<file path="src/rtl/port_bus_initiator_if.sv">
`default_nettype none
// ============================================================================
//  Module   : port_bus_initiator_if
//  Purpose  : Bundles the command, response and RAT port bus signals of the
//             port bus initiator.
//  Ports    : cmd_valid/cmd_ready/cmd_wr/cmd_port/cmd_data  command channel
//             rsp_valid/rsp_data/rsp_port                   read responses
//             port_id/out_port/io_strb/in_port              RAT port bus
//             busy                                          activity flag
//  Modports : master - the initiator itself
//             slave  - the command source, response sink and peripheral mux
//  Revision : 1.0  initial release
// ============================================================================
interface port_bus_initiator_if;
  logic       cmd_valid;
  logic       cmd_ready;
  logic       cmd_wr;
  logic [7:0] cmd_port;
  logic [7:0] cmd_data;
  logic       rsp_valid;
  logic [7:0] rsp_data;
  logic [7:0] rsp_port;
  logic [7:0] port_id;
  logic [7:0] out_port;
  logic       io_strb;
  logic [7:0] in_port;
  logic       busy;

  modport master (
    input  cmd_valid, cmd_wr, cmd_port, cmd_data, in_port,
    output cmd_ready, rsp_valid, rsp_data, rsp_port,
           port_id, out_port, io_strb, busy
  );

  modport slave (
    output cmd_valid, cmd_wr, cmd_port, cmd_data, in_port,
    input  cmd_ready, rsp_valid, rsp_data, rsp_port,
           port_id, out_port, io_strb, busy
  );
endinterface
`default_nettype wire

</file>
<file path="src/rtl/port_bus_initiator.sv">
`default_nettype none
// ============================================================================
//  Module   : port_bus_initiator
//  Purpose  : Drives the RAT port bus (PORT_ID, OUT_PORT, IO_STRB) and samples
//             IN_PORT the way the MCU does for OUT/IN, from commands queued in
//             a small FIFO. Read data returns on a one-cycle response pulse.
//  Params   : FIFO_DEPTH - command FIFO entries (power of two, >= 2)
//             RD_WAIT    - extra cycles PORT_ID is held before IN_PORT is
//                          sampled (0..15)
//  Ports    : clk     - system clock, rising edge
//             reset_n - synchronous active-low reset
//             bus     - command/response/port bus bundle (master modport)
//  Revision : 1.0  initial release
// ============================================================================
module port_bus_initiator #(
  parameter int FIFO_DEPTH = 4,
  parameter int RD_WAIT    = 0
) (
  input  wire logic              clk,
  input  wire logic              reset_n,
  port_bus_initiator_if.master   bus
);

  localparam int c_aw = $clog2(FIFO_DEPTH);
  localparam int c_cw = c_aw + 1;
  localparam logic [c_cw-1:0] c_full     = c_cw'(FIFO_DEPTH);
  localparam logic [3:0]      c_rd_wait  = 4'(RD_WAIT);

  typedef enum logic [1:0] {
    ST_IDLE  = 2'd0,
    ST_WRITE = 2'd1,
    ST_READ  = 2'd2
  } state_t;

  typedef struct packed {
    logic       wr;
    logic [7:0] port;
    logic [7:0] data;
  } cmd_t;

  // --------------------------------------------------------------------------
  // Command FIFO
  // --------------------------------------------------------------------------
  cmd_t            fifo_mem_q [FIFO_DEPTH];
  logic [c_aw-1:0] wr_ptr_q, wr_ptr_d;
  logic [c_aw-1:0] rd_ptr_q, rd_ptr_d;
  logic [c_cw-1:0] count_q,  count_d;

  // --------------------------------------------------------------------------
  // Sequencer state and registered bus/response outputs
  // --------------------------------------------------------------------------
  state_t     state_q,     state_d;
  logic [3:0] wait_q,      wait_d;
  logic [7:0] port_id_q,   port_id_d;
  logic [7:0] out_port_q,  out_port_d;
  logic       io_strb_q,   io_strb_d;
  logic       rsp_valid_q, rsp_valid_d;
  logic [7:0] rsp_data_q,  rsp_data_d;
  logic [7:0] rsp_port_q,  rsp_port_d;

  logic w_ready;
  logic w_push;
  logic w_pop;
  cmd_t w_head;

  // Ready looks only at the registered count, so a full FIFO refuses a push
  // even in a cycle where the sequencer is popping.
  assign w_ready = (count_q != c_full);
  assign w_push  = bus.cmd_valid & w_ready & reset_n;
  assign w_pop   = (state_q == ST_IDLE) && (count_q != '0);
  assign w_head  = fifo_mem_q[rd_ptr_q];

  always_comb begin
    wr_ptr_d = wr_ptr_q;
    rd_ptr_d = rd_ptr_q;
    count_d  = count_q;

    if (w_push) wr_ptr_d = wr_ptr_q + 1'b1;
    if (w_pop)  rd_ptr_d = rd_ptr_q + 1'b1;

    unique case ({w_push, w_pop})
      2'b10:   count_d = count_q + 1'b1;
      2'b01:   count_d = count_q - 1'b1;
      default: count_d = count_q;
    endcase
  end

  always_comb begin
    state_d     = state_q;
    wait_d      = wait_q;
    port_id_d   = port_id_q;
    out_port_d  = out_port_q;
    rsp_data_d  = rsp_data_q;
    rsp_port_d  = rsp_port_q;
    // Strobe and response are single-cycle pulses unless set below.
    io_strb_d   = 1'b0;
    rsp_valid_d = 1'b0;

    unique case (state_q)
      ST_IDLE: begin
        if (w_pop) begin
          port_id_d = w_head.port;
          if (w_head.wr) begin
            out_port_d = w_head.data;
            io_strb_d  = 1'b1;
            state_d    = ST_WRITE;
          end else begin
            wait_d  = c_rd_wait;
            state_d = ST_READ;
          end
        end
      end

      ST_WRITE: begin
        // The strobe was high for the cycle just ending; back to IDLE leaves a
        // gap cycle before the next command's strobe.
        state_d = ST_IDLE;
      end

      ST_READ: begin
        if (wait_q != 4'd0) begin
          wait_d = wait_q - 4'd1;
        end else begin
          rsp_data_d  = bus.in_port;
          rsp_port_d  = port_id_q;
          rsp_valid_d = 1'b1;
          state_d     = ST_IDLE;
        end
      end

      default: state_d = ST_IDLE;
    endcase
  end

  always_ff @(posedge clk) begin
    if (!reset_n) begin
      wr_ptr_q    <= '0;
      rd_ptr_q    <= '0;
      count_q     <= '0;
      state_q     <= ST_IDLE;
      wait_q      <= 4'd0;
      port_id_q   <= 8'h00;
      out_port_q  <= 8'h00;
      io_strb_q   <= 1'b0;
      rsp_valid_q <= 1'b0;
      rsp_data_q  <= 8'h00;
      rsp_port_q  <= 8'h00;
    end else begin
      wr_ptr_q    <= wr_ptr_d;
      rd_ptr_q    <= rd_ptr_d;
      count_q     <= count_d;
      state_q     <= state_d;
      wait_q      <= wait_d;
      port_id_q   <= port_id_d;
      out_port_q  <= out_port_d;
      io_strb_q   <= io_strb_d;
      rsp_valid_q <= rsp_valid_d;
      rsp_data_q  <= rsp_data_d;
      rsp_port_q  <= rsp_port_d;
    end
  end

  // Storage needs no reset: entries are only read once the count covers them.
  always_ff @(posedge clk) begin
    if (w_push) begin
      fifo_mem_q[wr_ptr_q] <= '{wr: bus.cmd_wr, port: bus.cmd_port, data: bus.cmd_data};
    end
  end

  assign bus.cmd_ready = w_ready;
  assign bus.port_id   = port_id_q;
  assign bus.out_port  = out_port_q;
  assign bus.io_strb   = io_strb_q;
  assign bus.rsp_valid = rsp_valid_q;
  assign bus.rsp_data  = rsp_data_q;
  assign bus.rsp_port  = rsp_port_q;
  assign bus.busy      = (state_q != ST_IDLE) || (count_q != '0);

endmodule
`default_nettype wire

</file>
<file path="src/flat_wrapper.sv">
// flat-port wrapper written by rule: the top's interface ports become plain ports
module port_bus_initiator_flat 
#(
  parameter int FIFO_DEPTH = 4,
  parameter int RD_WAIT    = 0
)
  (clk, reset_n, bus_cmd_valid, bus_cmd_wr, bus_cmd_port, bus_cmd_data, bus_in_port, bus_cmd_ready, bus_rsp_valid, bus_rsp_data, bus_rsp_port, bus_port_id, bus_out_port, bus_io_strb, bus_busy);
  port_bus_initiator_if bus_i ();
  input  wire logic clk;
  input  wire logic reset_n;
  input wire logic [$bits(bus_i.cmd_valid)-1:0] bus_cmd_valid;
  input wire logic [$bits(bus_i.cmd_wr)-1:0] bus_cmd_wr;
  input wire logic [$bits(bus_i.cmd_port)-1:0] bus_cmd_port;
  input wire logic [$bits(bus_i.cmd_data)-1:0] bus_cmd_data;
  input wire logic [$bits(bus_i.in_port)-1:0] bus_in_port;
  output wire logic [$bits(bus_i.cmd_ready)-1:0] bus_cmd_ready;
  output wire logic [$bits(bus_i.rsp_valid)-1:0] bus_rsp_valid;
  output wire logic [$bits(bus_i.rsp_data)-1:0] bus_rsp_data;
  output wire logic [$bits(bus_i.rsp_port)-1:0] bus_rsp_port;
  output wire logic [$bits(bus_i.port_id)-1:0] bus_port_id;
  output wire logic [$bits(bus_i.out_port)-1:0] bus_out_port;
  output wire logic [$bits(bus_i.io_strb)-1:0] bus_io_strb;
  output wire logic [$bits(bus_i.busy)-1:0] bus_busy;
  assign bus_i.cmd_valid = bus_cmd_valid;
  assign bus_i.cmd_wr = bus_cmd_wr;
  assign bus_i.cmd_port = bus_cmd_port;
  assign bus_i.cmd_data = bus_cmd_data;
  assign bus_i.in_port = bus_in_port;
  assign bus_cmd_ready = bus_i.cmd_ready;
  assign bus_rsp_valid = bus_i.rsp_valid;
  assign bus_rsp_data = bus_i.rsp_data;
  assign bus_rsp_port = bus_i.rsp_port;
  assign bus_port_id = bus_i.port_id;
  assign bus_out_port = bus_i.out_port;
  assign bus_io_strb = bus_i.io_strb;
  assign bus_busy = bus_i.busy;
  port_bus_initiator #(.FIFO_DEPTH(FIFO_DEPTH), .RD_WAIT(RD_WAIT)) u_core (.clk(clk), .reset_n(reset_n), .bus(bus_i));
endmodule
</file>
<file path="config.mk">
export PLATFORM = sky130hd
export DESIGN_NAME = port_bus_initiator_flat
export DESIGN_NICKNAME = d
export VERILOG_FILES = /design/src/rtl/port_bus_initiator_if.sv /design/src/rtl/port_bus_initiator.sv /design/src/flat_wrapper.sv
export SDC_FILE = /design/constraint.sdc
export NUM_CORES = 1
export LEC_CHECK = 0
export ABC_AREA = 1
export ABC_CLOCK_PERIOD_IN_PS = 1800
export CORE_MARGIN = 5
export CORE_UTILIZATION = 40
export DETAILED_ROUTE_END_ITERATION = 12
export PLACE_DENSITY = 0.7
export SLEW_MARGIN = 40
export SYNTH_ARGS = -nofsm -noshare
export SYNTH_HDL_FRONTEND = slang
export SYNTH_SLANG_ARGS = --single-unit
export TNS_END_PERCENT = 10
</file>
<file path="constraint.sdc">
create_clock -name clk -period 1.8 [get_ports clk]
set_input_delay 0.36 -clock clk [delete_from_list [all_inputs] [get_ports clk]]
set_output_delay 0.36 -clock clk [all_outputs]
set_load 0.03 [all_outputs]
</file>
Fig. 1: clock routing
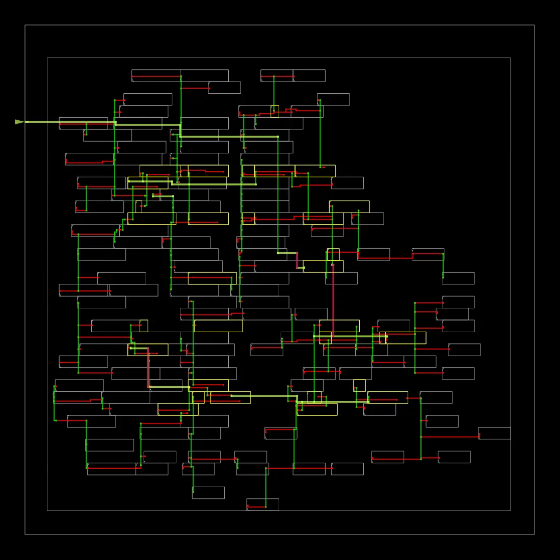
clock-net power: 0.00331 W
flop count: 117

Fig. 2: wires at chosen ports, followed through buffers
Scale: 3 px per um.
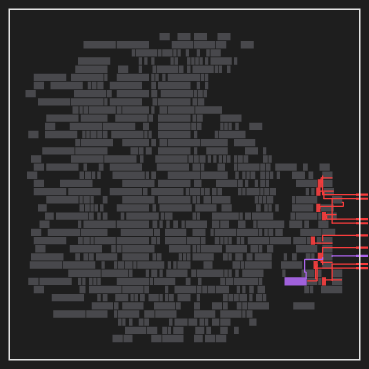
- bus_in_port: red (bits 8; direction input; end cells 8; buffers 8; wire 174 um)
- bus_rsp_valid: purple (bits 1; direction output; end cells 1; buffers 1; wire 22.2 um)
Port Buffers: 63
top-level port count: 64

Fig. 3: wiring by layer
Scale: 4 px per um. Only two layers are drawn.
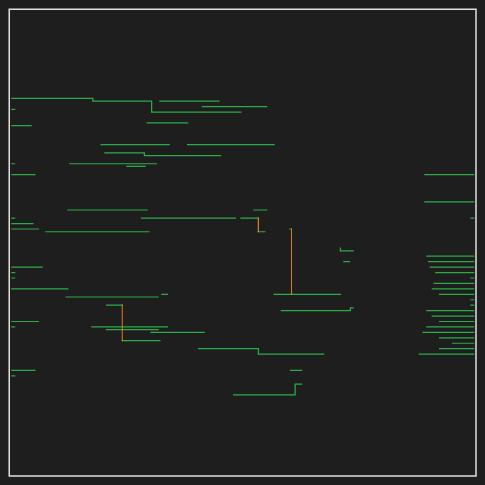
- met4: orange (wire length 28.6 um)
- met3: green (wire length 704 um)

Fig. 4: sequential cells grouped by signal name
Scale: 3 px per um. Other sequential cells in the stronger gray, the rest of the logic in the fainter gray.
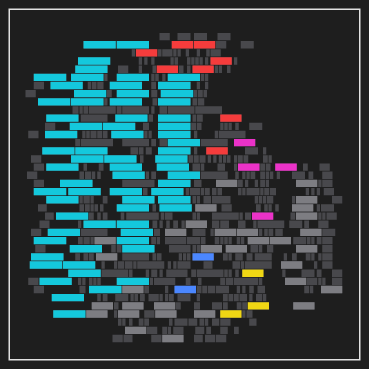
- u_core.wr_ptr_q: blue (sequential cells 2)
- u_core.fifo_mem_q: cyan (sequential cells 68)
- u_core.count_q: yellow (sequential cells 3)
- u_core.bus.out_port: red (sequential cells 8; where north)
- u_core.wait_q: magenta (sequential cells 4)
- not colored: 32
sequential portion of the cell area: 50.0%
Seq. pwr: 0.00348 W

Fig. 5: metal 2
Scale: 3 px per um. Cells faint in the background.
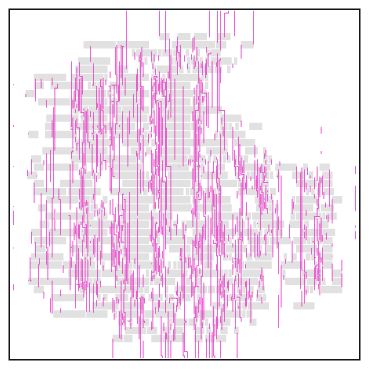
- main direction: vertical
- wire length on this layer: 4,780 um

==> impl_metrics.py <==
# Flow results
metrics = {
    "run_status": {
        "status": "finished, final reports clean",
    },
    "sta": {
        "hold_viol": 0,
        "fin_crit_ns": 1.76,
        "tns_ns": 0,
        "relSlewSlack_pct": 71.1,
        "slew_violations": 0,
        "setup_viol": 0,
        "fmax_mhz": 568,
        "worst_slack_ns": 0.0380,
        "rsz0062_at_grt": "yes",
        "worstMarginPinSlew_ns": 0.434,
        "fin_crit_sh_pct": 97.9,
        "finClkSkew_ns": 0.00818,
    },
    "synth": {
        "ys_warn_count": 0,
        "ys_area_um2": 4520,
        "syn_area_per_cell_um2": 10.4,
        "synth_area_um2": 4520,
        "xor_share_pct": 0.194,
        "synth_nets": 468,
        "edf_count": 68,
        "syn_inst": 433,
        "synthTopLogicFamily": "simple AND/OR/NAND/NOR gates",
        "synthFlopType": "edfxtp_1",
        "synthTopCellsByCount": "nor2_1, edfxtp_1, o21ai_0",
        "ys_types": 25,
        "synth-adder-area-share_pct": 2.10,
        "yosysCellCount": 433,
        "ys_sh_simple_pct": 15.3,
        "ys_sh_aoi_pct": 10.6,
        "largest_area_cell": "edfxtp_1",
        "ys_sh_mux_pct": 0,
        "synth_seq_share_pct": 66.9,
        "async_reset_ff_share_pct": 0,
        "top_area_share_pct": 45.2,
        "top_cell": "nor2_1",
        "yosys-top-cells-area": "edfxtp_1, dfxtp_1, nor2_1",
        "ys_ff": 117,
    },
    "finish": {
        "drive_gt1_share_pct": 13.2,
        "regMostFlops": "u_core.fifo_mem_q",
        "comb_share_pct": 21.3,
        "lay_top_count": "nor2_1",
        "largest_cell_class": "sequential cells",
        "clockBufferCount": 18,
        "buffers_excl_clock": 83,
        "final-clk-cell-share_pct": 9.79,
        "antenna_cells": 0,
        "fin_cells": 670,
        "logic_area_um2": 1290,
        "n_all_inverters": 30,
        "nFillCells": 915,
        "nets": 552,
        "buffer_area_share_pct": 14.0,
        "seqCellArea_um2": 3020,
        "area_growth_pct": 33.7,
        "largest_reg_flops": 68,
        "lay_top_cells": "nor2_1, edfxtp_1, o21ai_0, dfxtp_1, clkdlybuf4s50_1",
        "nMultiInputCombCells": 268,
    },
    "clock_tree": {
        "clock-sinks": 117,
        "clock_latency_ns": 0.40,
        "cts_tree": "done",
        "clk_pin_slew_ns": 0.05,
        "ctsHoldBuffers": 0,
        "cts.htree.levels": 4,
        "root_buffer": "clkbuf_16",
        "postCtsResizedCells": 10,
        "post_cts_buffers": 0,
        "cts_made_buffers": 17,
        "clockBufferDepth": 2,
    },
    "drt": {
        "dr.first_iter.drc_count": 179,
        "top_layer": "met4",
        "route.detailed.drc": 0,
        "vias": 3288,
        "met1Wirelength_um": 4380,
        "first_pass_iters": 4,
        "wire_per_inst_um": 14.8,
        "dr_wl_met2_um": 4780,
        "dr_wl_met3_um": 703,
        "wl_um": 9900,
        "drtAntennaViolNets": 0,
        "via_per_inst": 4.91,
    },
    "pwr": {
        "sw_frac_of_total_pct": 34.1,
        "intPower_w": 0.00655,
        "switching_power_w": 0.00339,
        "p_leak_nw": 2.55,
        "power_frac_seq_pct": 35.0,
        "power_top_consumer": "registers",
        "clkPwrFrac_pct": 33.3,
        "p_comb_w": 0.00315,
        "p_comb_share_pct": 31.7,
        "irDropWorstVdd_uv": 754,
        "power_density_nw_per_um2": 1640,
    },
    "placed_design": {
        "hpwl_um": 6180,
        "dp.cells": 637,
        "post-place-ws_ns": -0.329,
        "place.gp.congestion": 0.761,
    },
    "setup_path": {
        "cp_cell_sequence": "clkdlybuf4s50_1",
        "critPathBufInv": 1,
        "cp.arrival_ns": 1.40,
        "required_ns": 1.44,
        "criticalPathCategory": "flip-flop to primary output",
        "crit_family": "buffers and inverters",
        "rr_startpoint": "u_core.count_q[1]",
        "cp_slowest_stage_delay_ns": 0.68,
        "critPathLaunchType": "flip-flop",
        "path_max_fanout": 2,
        "startpoint": "u_core.bus.rsp_port[5]",
        "crit_slowest_cell": "clkdlybuf4s50_1",
        "cp-end-kind": "primary output",
    },
    "worst_hold_path": {
        "min_from": "u_core.bus.rsp_port[0]",
        "hold_class": "flip-flop to flip-flop",
    },
    "grt": {
        "antenna_found_initial": 0,
        "grtUsageMet2_pct": 26.1,
        "busiest_layer": "met2",
        "met1_usage_pct": 19.2,
        "grt_pass1_wl_um": 16000,
        "grt_remaining_overflow": 0,
        "grt_max_degree": 43,
        "grt_usage_pct": 15.3,
        "grt_pass1_vias": 3271,
        "gr-usage-met3_pct": 4.77,
    },
    "floorplanning": {
        "initCoreUtil_pct": 41.3,
        "die_height_um": 116,
        "coreArea_um2": 10900,
        "die_area_um2": 13500,
        "tap_cells": 140,
        "rows": 38,
        "die_w_um": 116,
    },
    "flow_run": {
        "tool_warnings": 32,
        "maxCapViolCount": 0,
    },
}
[per-stage QoR]
step | cell area [um2] | util, % | power (W) | hold WS (ns)
after floorplan | 4520 | - | 0.00556 | 0.452
after global placement | 5410 | 49.5 | 0.00660 | 0.466
after detailed placement | 5410 | 49.5 | 0.00669 | 0.474
after CTS | 6000 | 54.9 | 0.00999 | 0.504
after global routing | 6040 | 55.3 | 0.0105 | 0.527
final | 6040 | 55.3 | 0.00994 | 0.492
[path summary, 6_finish.rpt]
path	endpoint	slack, ns	cells after the start
max	bus_rsp_port[5]	0.04	1
min	u_core.bus.rsp_port[0]	0.49	2
max reg2reg	u_core.count_q[2]	0.07	10
min reg2reg	u_core.bus.rsp_port[0]	0.49	2
Power and IR drop assume default switching activity.
